## src/rtl/random_reaction_timer.sv

```systemverilog
// Reaction-game timer: waits a pseudo-random delay after start, raises a stimulus,
// then measures the cycles until respond, flagging false starts and honouring abort.
module random_reaction_timer #(
    parameter int LFSR_W      = 16,
    parameter int SEED        = 1,
    parameter int RAND_BITS   = 8,
    parameter int DELAY_SHIFT = 4,
    parameter int MIN_DELAY   = 1000,
    parameter int CNT_W       = 24,
    parameter int RT_W        = 16
) (
    input  logic            clk,
    input  logic            rst,
    input  logic            start,
    input  logic            respond,
    input  logic            abort,
    input  logic            repeat_mode,
    output logic            stim,
    output logic            tick,
    output logic            busy,
    output logic            early,
    output logic            rt_valid,
    output logic [RT_W-1:0] rt,
    output logic            rt_sat
);

    localparam logic [1:0] ST_IDLE = 2'd0;
    localparam logic [1:0] ST_WAIT = 2'd1;
    localparam logic [1:0] ST_STIM = 2'd2;

    localparam logic [LFSR_W-1:0] SEED_T   = LFSR_W'(SEED);
    localparam logic [LFSR_W-1:0] SEED_EFF = (SEED_T == '0) ? LFSR_W'(1) : SEED_T;
    localparam logic [63:0]       CNT_MAX  = (64'd1 << CNT_W) - 64'd1;
    localparam logic [RT_W-1:0]   RT_MAX   = '1;

    logic [1:0]        state_reg;
    logic [LFSR_W-1:0] lfsr_reg;
    logic [LFSR_W-1:0] lfsr_next;
    logic              fb;
    logic [CNT_W-1:0]  cnt_reg;
    logic [CNT_W-1:0]  tgt_m1_reg;
    logic [CNT_W-1:0]  tgt_m1_next;
    logic [RT_W-1:0]   rtc_reg;
    logic [RT_W-1:0]   rt_reg;
    logic              tick_reg;
    logic              early_reg;
    logic              rt_valid_reg;
    logic              rt_sat_reg;
    logic [63:0]       delay_wide;

    generate
        if (LFSR_W == 8) begin : g_tap8
            assign fb = lfsr_reg[7] ^ lfsr_reg[5] ^ lfsr_reg[4] ^ lfsr_reg[3];
        end else if (LFSR_W == 16) begin : g_tap16
            assign fb = lfsr_reg[15] ^ lfsr_reg[13] ^ lfsr_reg[12] ^ lfsr_reg[10];
        end else if (LFSR_W == 24) begin : g_tap24
            assign fb = lfsr_reg[23] ^ lfsr_reg[22] ^ lfsr_reg[21] ^ lfsr_reg[16];
        end else begin : g_tap32
            assign fb = lfsr_reg[31] ^ lfsr_reg[21] ^ lfsr_reg[1] ^ lfsr_reg[0];
        end
    endgenerate

    assign lfsr_next = {lfsr_reg[LFSR_W-2:0], fb};

    // The counter runs from 0, so the WAIT exit compare is against target-1.
    assign delay_wide  = 64'(MIN_DELAY) + (64'(lfsr_reg[RAND_BITS-1:0]) << DELAY_SHIFT);
    assign tgt_m1_next = (delay_wide > CNT_MAX) ? CNT_W'(CNT_MAX - 64'd1)
                                                : CNT_W'(delay_wide - 64'd1);

    always_ff @(posedge clk or negedge rst) begin
        if (!rst) begin
            state_reg    <= ST_IDLE;
            lfsr_reg     <= SEED_EFF;
            cnt_reg      <= '0;
            tgt_m1_reg   <= '0;
            rtc_reg      <= '0;
            rt_reg       <= '0;
            tick_reg     <= 1'b0;
            early_reg    <= 1'b0;
            rt_valid_reg <= 1'b0;
            rt_sat_reg   <= 1'b0;
        end else begin
            lfsr_reg     <= lfsr_next;
            tick_reg     <= 1'b0;
            rt_valid_reg <= 1'b0;
            if (abort) begin
                state_reg <= ST_IDLE;
            end else begin
                case (state_reg)
                    ST_IDLE: begin
                        if (start) begin
                            tgt_m1_reg <= tgt_m1_next;
                            cnt_reg    <= '0;
                            early_reg  <= 1'b0;
                            state_reg  <= ST_WAIT;
                        end
                    end
                    ST_WAIT: begin
                        cnt_reg <= cnt_reg + CNT_W'(1);
                        if (respond) begin
                            early_reg <= 1'b1;
                            state_reg <= ST_IDLE;
                        end else if (cnt_reg == tgt_m1_reg) begin
                            state_reg <= ST_STIM;
                            tick_reg  <= 1'b1;
                            rtc_reg   <= '0;
                        end
                    end
                    ST_STIM: begin
                        if (respond) begin
                            rt_reg       <= rtc_reg;
                            rt_sat_reg   <= (rtc_reg == RT_MAX);
                            rt_valid_reg <= 1'b1;
                            if (repeat_mode) begin
                                tgt_m1_reg <= tgt_m1_next;
                                cnt_reg    <= '0;
                                state_reg  <= ST_WAIT;
                            end else begin
                                state_reg <= ST_IDLE;
                            end
                        end else if (rtc_reg != RT_MAX) begin
                            rtc_reg <= rtc_reg + RT_W'(1);
                        end
                    end
                    default: state_reg <= ST_IDLE;
                endcase
            end
        end
    end

    assign stim     = (state_reg == ST_STIM);
    assign busy     = (state_reg == ST_WAIT) || (state_reg == ST_STIM);
    assign tick     = tick_reg;
    assign early    = early_reg;
    assign rt_valid = rt_valid_reg;
    assign rt       = rt_reg;
    assign rt_sat   = rt_sat_reg;

endmodule

```

## config.mk

```make
export PLATFORM = sky130hd
export DESIGN_NAME = random_reaction_timer
export DESIGN_NICKNAME = d
export VERILOG_FILES = /design/src/rtl/random_reaction_timer.sv
export SDC_FILE = /design/constraint.sdc
export NUM_CORES = 1
export LEC_CHECK = 0
export CAP_MARGIN = 10
export CORE_MARGIN = 2
export CORE_UTILIZATION = 50
export DETAILED_ROUTE_END_ITERATION = 10
export GPL_TIMING_DRIVEN = 0
export PLACE_DENSITY = 0.82
export SYNTH_ARGS = -nofsm -noshare
export SYNTH_HDL_FRONTEND = slang
export SYNTH_SLANG_ARGS = --single-unit
export TNS_END_PERCENT = 10
```

## constraint.sdc

```tcl
create_clock -name clk -period 2.6 [get_ports clk]
set_clock_uncertainty 0.15 [all_clocks]
set_input_delay 0.52 -clock clk [delete_from_list [all_inputs] [get_ports clk]]
set_output_delay 0.52 -clock clk [all_outputs]
set_load 0.05 [all_outputs]
```

==> out/results.txt <==
WL met3: 394 µm
Pint: 1.91 mW
Post-route non-filler standard cell count: 546
Post-synth EDFFs: 0
Sequential Area: 0.00220 mm²
Worst r2r dst: cnt_reg[21]
PostCTS Resize Cnt: 18
Clock power share: 35.4%
Multi-In Gates: 285
Crit Path Max Fanout: 10
Syn Std Cell Area: 0.00408 mm²
Yosys xor share: 6.45%
Buffering overhead: 7.78%
Flop share of the area: 46.0%
Most frequent logic cell in the layout: dfrtp_1
GRT overflow: 0
Synth-to-Final Area Change: 17.5%
Outcome: complete, but fails checks
Sequential cell area fraction in the yosys report: 54.1%
# setup viols final: 7
Wire length of the first global-routing pass: 14500 µm
Worst slew margin: 59.0%
Post-synth top flop: dfrtp_1
Flop2flop setup slack: -0.16 ns
CTS Hold Bufs: 1
Failing checks: negative setup slack
Vias per inst: 5.67
Final slew viol count: 0
Final period util: 107%
Routed Wire Length: 8560 µm
Ports: 28
Final hold slack: 0.210 ns
Clk_lat worst skew: 0.36 ns
RSZ-0062 raised after global routing: true
Detailed placer's ending HPWL: 5740 µm
Grt peak-use layer: met2
Final Cell Area: 0.00479 mm²
Max-area cell share: 53.4%
Worst Setup Slack, final: -0.178 ns
Cell depth of the worst setup path: 7
P_seq: 1.41 mW
Crit-path slowest cell: or4_1
**Power grid**

The bar under the picture is 20 µm long. Pins as bars on the die edge. Tap cells in gray.
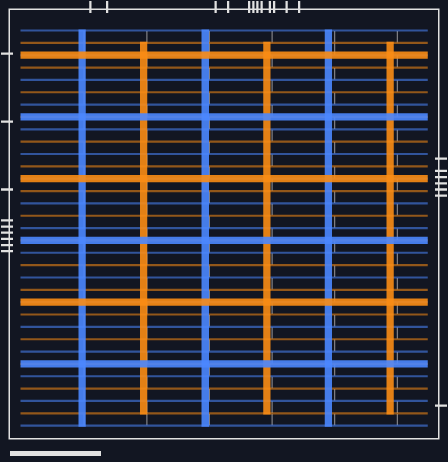
color	net
blue	VSS
orange	VDD
rows	32
tap cells	102
met5 straps	6
met4 straps	6
met1 rails	33
core area: 0.00781 mm²
Max IR drop VDD: 0.403 mV
die width: 94.3 µm
Die H: 94.3 µm

**Placement by cell class**

The bar under the picture is 20 µm long.
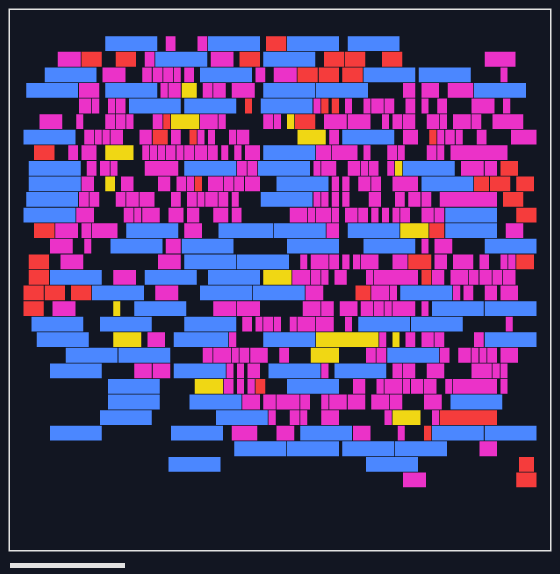
color	class	cells	share of their area
blue	sequential cells	88	47%
red	remaining buffers and delay cells	43	8.0%
yellow	clock drivers and dummy loads	16	3.9%
magenta	remaining logic cells	297	41%

**Routed clock nets over the placement**

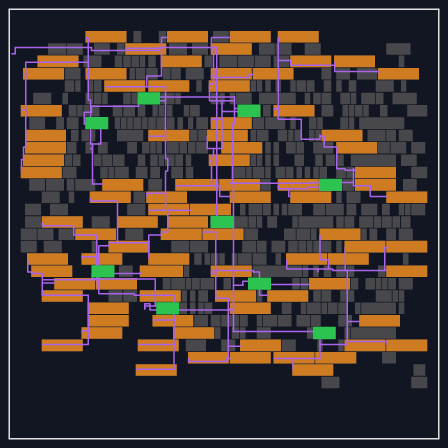
[green] clock-net drivers | count: 9
[purple] clock wires | length: 1010 µm
[orange] flip-flops | count: 88
routed clock nets	10
flops lie	widely spread

**Routed metal, one color a layer**

The bar under the picture is 20 µm long. Two of the layers only.
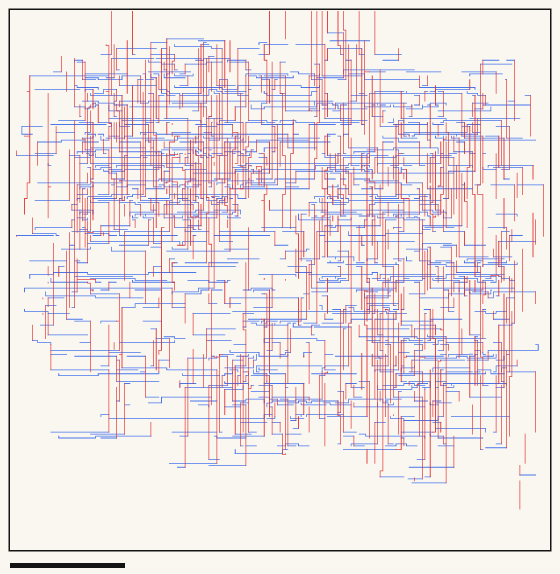
color	layer	wire length
red	M2	4140 µm
blue	M1	3890 µm

Power figures rest on the tool's default switching activity, not on a simulated workload.
